==> images/clock_map.png <==
Scale bar: 20 um.
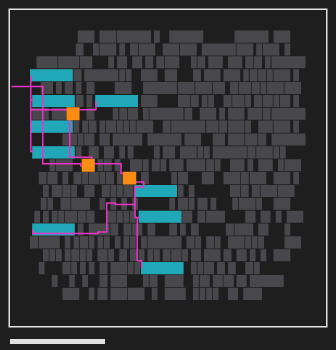
==> images/registers.png <==
Scale bar: 20 um. Other sequential cells in the stronger grey, the rest of the logic in the fainter grey.
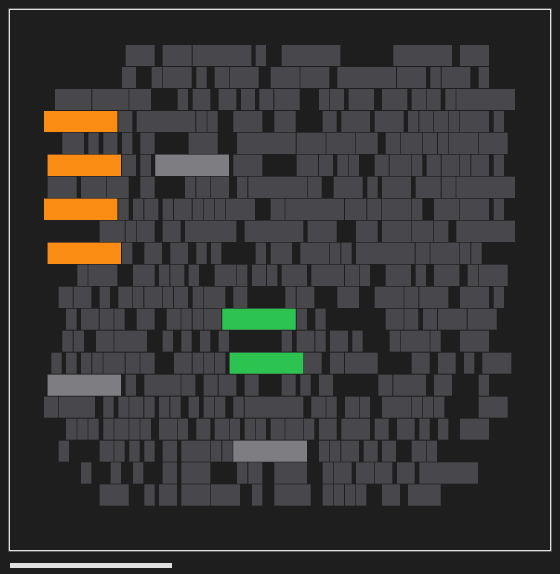
==> images/wire_density.png <==
13 x 13 tiles, from dark blue (low) to red (high), scaled to the fullest tile. Values are wire area over tile area, all layers added.
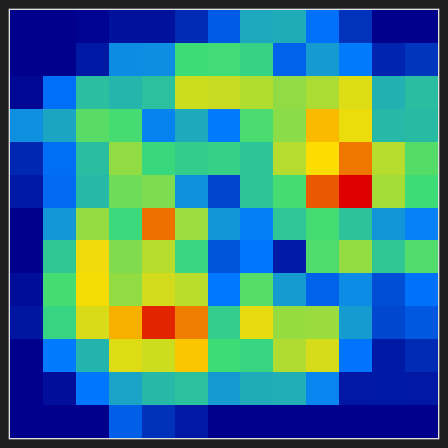
===== src/rtl/fifo_rr_arbiter_if.sv =====
// Producer handshake and FIFO write-port bundle for fifo_rr_arbiter.
// master: arbiter side; slave: producers and FIFO side.
interface fifo_rr_arbiter_if #(
    parameter int unsigned DATA_WIDTH = 8,
    parameter int unsigned NUM_REQ    = 4
);
    localparam int unsigned IdxW = $clog2(NUM_REQ);

    logic [NUM_REQ-1:0]            req;
    logic [NUM_REQ*DATA_WIDTH-1:0] req_data;
    logic [NUM_REQ-1:0]            gnt;
    logic                          fifo_full;
    logic                          fifo_wr_en;
    logic [DATA_WIDTH-1:0]         fifo_data_in;
    logic [IdxW-1:0]               owner;
    logic                          owner_vld;

    modport master (
        input  req, req_data, fifo_full,
        output gnt, fifo_wr_en, fifo_data_in, owner, owner_vld
    );

    modport slave (
        output req, req_data, fifo_full,
        input  gnt, fifo_wr_en, fifo_data_in, owner, owner_vld
    );
endinterface


===== src/rtl/fifo_rr_arbiter.sv =====
// Round-robin, burst-bounded arbiter sharing one FIFO write port among NUM_REQ producers.
// Optional FIFO_RR_ARBITER_PRIO0_EN: producer 0 preempts any burst whenever the FIFO has room.
module fifo_rr_arbiter #(
    parameter int unsigned DATA_WIDTH = 8,
    parameter int unsigned NUM_REQ    = 4,
    parameter int unsigned BURST_LEN  = 4
) (
    input logic               clk,
    input logic               rst,
    fifo_rr_arbiter_if.master bus
);
    localparam int unsigned IdxW = $clog2(NUM_REQ);
    localparam logic [0:0] StIdle  = 1'b0;
    localparam logic [0:0] StBurst = 1'b1;

    logic [0:0]         state_q, state_d;
    logic [IdxW-1:0]    owner_q, owner_d;
    logic [IdxW-1:0]    rr_ptr_q, rr_ptr_d;
    logic [3:0]         burst_cnt_q, burst_cnt_d;

    logic [NUM_REQ-1:0] rr_req;
    logic               prio_hit;
    logic               rr_blocked;
    logic [IdxW:0]      cand;
    logic               rr_gnt_vld;
    logic [IdxW-1:0]    rr_gnt_idx;

    function automatic logic [IdxW-1:0] inc_idx(input logic [IdxW-1:0] idx);
        return (idx == IdxW'(NUM_REQ - 1)) ? '0 : idx + IdxW'(1);
    endfunction

    // Returns {found, index} of the first set bit scanning upward from start with wrap.
    function automatic logic [IdxW:0] scan(input logic [NUM_REQ-1:0] r,
                                           input logic [IdxW-1:0]    start);
        logic [IdxW-1:0] idx;
        logic [IdxW:0]   res;
        res = '0;
        idx = start;
        for (int unsigned i = 0; i < NUM_REQ; i++) begin
            if (!res[IdxW] && r[idx]) begin
                res = {1'b1, idx};
            end
            idx = inc_idx(idx);
        end
        return res;
    endfunction

`ifdef FIFO_RR_ARBITER_PRIO0_EN
    assign prio_hit = bus.req[0] & ~bus.fifo_full;
    assign rr_req   = bus.req & {{(NUM_REQ-1){1'b1}}, 1'b0};
`else
    assign prio_hit = 1'b0;
    assign rr_req   = bus.req;
`endif
    // An urgent grant stalls the round-robin side exactly like a full FIFO.
    assign rr_blocked = bus.fifo_full | prio_hit;

    always_comb begin
        state_d     = state_q;
        owner_d     = owner_q;
        burst_cnt_d = burst_cnt_q;
        rr_ptr_d    = rr_ptr_q;
        rr_gnt_vld  = 1'b0;
        rr_gnt_idx  = owner_q;
        cand        = '0;
        if (state_q == StIdle) begin
            cand = scan(rr_req, rr_ptr_q);
            if (cand[IdxW] && !rr_blocked) begin
                rr_gnt_vld  = 1'b1;
                rr_gnt_idx  = cand[IdxW-1:0];
                state_d     = StBurst;
                owner_d     = cand[IdxW-1:0];
                burst_cnt_d = 4'd1;
            end
        end else if (!rr_req[owner_q] || burst_cnt_q == 4'(BURST_LEN)) begin
            cand = scan(rr_req, inc_idx(owner_q));
            if (cand[IdxW]) begin
                owner_d  = cand[IdxW-1:0];
                rr_ptr_d = inc_idx(cand[IdxW-1:0]);
                if (!rr_blocked) begin
                    rr_gnt_vld  = 1'b1;
                    rr_gnt_idx  = cand[IdxW-1:0];
                    burst_cnt_d = 4'd1;
                end else begin
                    burst_cnt_d = 4'd0;
                end
            end else begin
                state_d     = StIdle;
                rr_ptr_d    = inc_idx(owner_q);
                burst_cnt_d = 4'd0;
            end
        end else if (!rr_blocked) begin
            rr_gnt_vld  = 1'b1;
            rr_gnt_idx  = owner_q;
            burst_cnt_d = burst_cnt_q + 4'd1;
        end
    end

    // Outputs are gated by reset so nothing is written while rst is low.
    always_comb begin
        bus.gnt          = '0;
        bus.fifo_data_in = '0;
        if (rst) begin
            if (prio_hit) begin
                bus.gnt[0]       = 1'b1;
                bus.fifo_data_in = bus.req_data[0 +: DATA_WIDTH];
            end else if (rr_gnt_vld) begin
                bus.gnt[rr_gnt_idx] = 1'b1;
                bus.fifo_data_in    = bus.req_data[rr_gnt_idx * DATA_WIDTH +: DATA_WIDTH];
            end
        end
    end

    assign bus.fifo_wr_en = |bus.gnt;
    assign bus.owner      = owner_q;
    assign bus.owner_vld  = (state_q == StBurst);

    always_ff @(posedge clk or negedge rst) begin
        if (!rst) begin
            state_q     <= StIdle;
            owner_q     <= '0;
            rr_ptr_q    <= '0;
            burst_cnt_q <= '0;
        end else begin
            state_q     <= state_d;
            owner_q     <= owner_d;
            rr_ptr_q    <= rr_ptr_d;
            burst_cnt_q <= burst_cnt_d;
        end
    end
endmodule


===== src/flat_wrapper.sv =====
// flat-port wrapper written by rule: the top's interface ports become plain ports
module fifo_rr_arbiter_flat 
#(
    parameter int unsigned DATA_WIDTH = 8,
    parameter int unsigned NUM_REQ    = 4,
    parameter int unsigned BURST_LEN  = 4
)
  (clk, rst, bus_req, bus_req_data, bus_fifo_full, bus_gnt, bus_fifo_wr_en, bus_fifo_data_in, bus_owner, bus_owner_vld);
  fifo_rr_arbiter_if #(.DATA_WIDTH(DATA_WIDTH), .NUM_REQ(NUM_REQ)) bus_i ();
  input logic clk;
  input logic rst;
  input wire logic [$bits(bus_i.req)-1:0] bus_req;
  input wire logic [$bits(bus_i.req_data)-1:0] bus_req_data;
  input wire logic [$bits(bus_i.fifo_full)-1:0] bus_fifo_full;
  output wire logic [$bits(bus_i.gnt)-1:0] bus_gnt;
  output wire logic [$bits(bus_i.fifo_wr_en)-1:0] bus_fifo_wr_en;
  output wire logic [$bits(bus_i.fifo_data_in)-1:0] bus_fifo_data_in;
  output wire logic [$bits(bus_i.owner)-1:0] bus_owner;
  output wire logic [$bits(bus_i.owner_vld)-1:0] bus_owner_vld;
  assign bus_i.req = bus_req;
  assign bus_i.req_data = bus_req_data;
  assign bus_i.fifo_full = bus_fifo_full;
  assign bus_gnt = bus_i.gnt;
  assign bus_fifo_wr_en = bus_i.fifo_wr_en;
  assign bus_fifo_data_in = bus_i.fifo_data_in;
  assign bus_owner = bus_i.owner;
  assign bus_owner_vld = bus_i.owner_vld;
  fifo_rr_arbiter #(.DATA_WIDTH(DATA_WIDTH), .NUM_REQ(NUM_REQ), .BURST_LEN(BURST_LEN)) u_core (.clk(clk), .rst(rst), .bus(bus_i));
endmodule

===== config.mk =====
export PLATFORM = sky130hd
export DESIGN_NAME = fifo_rr_arbiter_flat
export DESIGN_NICKNAME = d
export VERILOG_FILES = /design/src/rtl/fifo_rr_arbiter_if.sv /design/src/rtl/fifo_rr_arbiter.sv /design/src/flat_wrapper.sv
export SDC_FILE = /design/constraint.sdc
export NUM_CORES = 1
export LEC_CHECK = 0
export ABC_AREA = 1
export CAP_MARGIN = 10
export CORE_MARGIN = 4
export CORE_UTILIZATION = 50
export CTS_CLUSTER_SIZE = 20
export DETAILED_ROUTE_END_ITERATION = 10
export HOLD_SLACK_MARGIN = 0.1
export PLACE_DENSITY = 0.82
export SYNTH_ARGS = -nofsm -noshare
export SYNTH_HDL_FRONTEND = slang
export SYNTH_SLANG_ARGS = --single-unit

===== constraint.sdc =====
create_clock -name clk -period 5.1 [get_ports clk]
set_input_delay 1.275 -clock clk [delete_from_list [all_inputs] [get_ports clk]]
set_output_delay 1.275 -clock clk [all_outputs]
set_load 0.05 [all_outputs]

==> Slide: Implementation Results <==
Key Metrics from the Run

Clock network
  • H-tree depth: 1
  • Post-CTS sizing: 0
  • # Post-CTS Setup Buffers: 0
  • Root buf cell: clkbuf_4
  • Clk sinks: 9
  • Clock Pin Slew Worst Setup and Hold Paths: 0.06 ns
  • CTS Hold Bufs: 0

Timing
  • Final hold slack: 0.568 ns
  • Hold Vio Cnt, Final: 0
  • Worst setup margin: 0.224 ns
  • Setup tns final: 0 ns
  • Max-slew violations: 0
  • Endpoints failing setup: 0

Routing
  • Drt total wl: 5180 um
  • Number of antenna-violating nets in the routed design: 0
  • Detailed-route DRC error count: 0
  • Met1 WL: 2310 um
  • DR vias: 2,023
  • WL met2: 2480 um
  • Drt via density: 5.19

Placement
  • Setup WS pre-CTS: 0.179 ns
  • PortBufs: roughly 54
  • Placed Area: 0.00243 mm2
  • Routability cong.: 0.835

GRT
  • First-pass GRT wire length: approximately 8300 um
  • Maximum number of pins on one net before global-route repair: 20
  • Congestion Overflow GR: 0
  • Global route hottest layer: met2
  • Met1 global-route usage: 32.8%
  • Initial antenna violation count: 0

Synthesis
  • Unique cell types: 36
  • Cell total in the yosys stat output: about 290
  • Register share after synthesis: 13.0%
  • Compound-Gate Fraction of Synth Area: 12.0%
  • Post-synthesis net count: 331
  • Syn Area/Cell: approximately 6.0 um2
  • Top-area cell type share of the netlist area: 15.2%
  • Mapped Cells: 288
  • Synthesized area: 0.00173 mm2
  • Synth logic family: simple AND/OR/NAND/NOR gates

Job
  • Max_cap viols: 0
  • Total tool warning count: 27

Outcome
  • Outcome: complete, no violations

Layout
  • Number of signal-net inverters in the final layout: approximately 56
  • Largest register FFs: 4
  • Fin cells: around 390
  • Post-route cell area: approximately 0.0025 mm2
  • Registers: 9
  • Clk_buf instances: 4
  • Signal buffers: 58
  • NonClk Buf Share: 28.4%
  • Fillers: 301

Worst setup path
  • Critical path's slowest cell: clkdlybuf4s50_1
  • Buffers & Inverters on Critical Path: 5
  • Reg-to-Reg End: u_core.burst_cnt_q[3]
  • Critical path required time: 3.83 ns
  • Cell occurring most often along the worst timing path: nand2_1
  • CP Launch Point: bus_req[2]

Floorplanning
  • Die area: 0.00447 mm2
  • Die width: 66.8 um

Worst hold path
  • Min-delay src: u_core.burst_cnt_q[1]
About clock_map.png:
[clock wires] magenta | length: 146 um
[flip-flops] cyan | count: 9
[cells driving clock nets] orange | count: 3
routed clock nets: 4

About registers.png:
| netlist name | colour | sequential cells |
|---|---|---|
| u_core.burst_cnt_q | orange | 4 |
| u_core.bus.owner | green | 2 |

About wire_density.png:
tiles over half the peak: 33%
fullest tile: 0.51
nearly empty tiles: 13%
mean over tiles: 0.19

[layout by cell type, fill, tap and decap left out, drive strengths merged, types with 2 or more instances in the layout]
master / n
nand3: 47
buf: 17
dfrtp: 9
nand2: 100
nand3b: 8
clkbuf: 4
o22ai: 2
o21ai: 15
ha: 4
clkdlybuf4s50: 40
nor3: 5
nand4: 3
a21oi: 15
inv: 55
nor2: 12
[worst reg2reg max path, stage by stage, from the launching register on]
cell and delay [ns]:
dfrtp_1 0.47, ha_1 0.40, inv_1 0.16, nand3_1 0.09, nand2_1 0.11, inv_2 0.06, nor2_4 0.12, nand3_2 0.10
o22ai_1 0.46, nor3_1 0.10, nor4_1 0.30
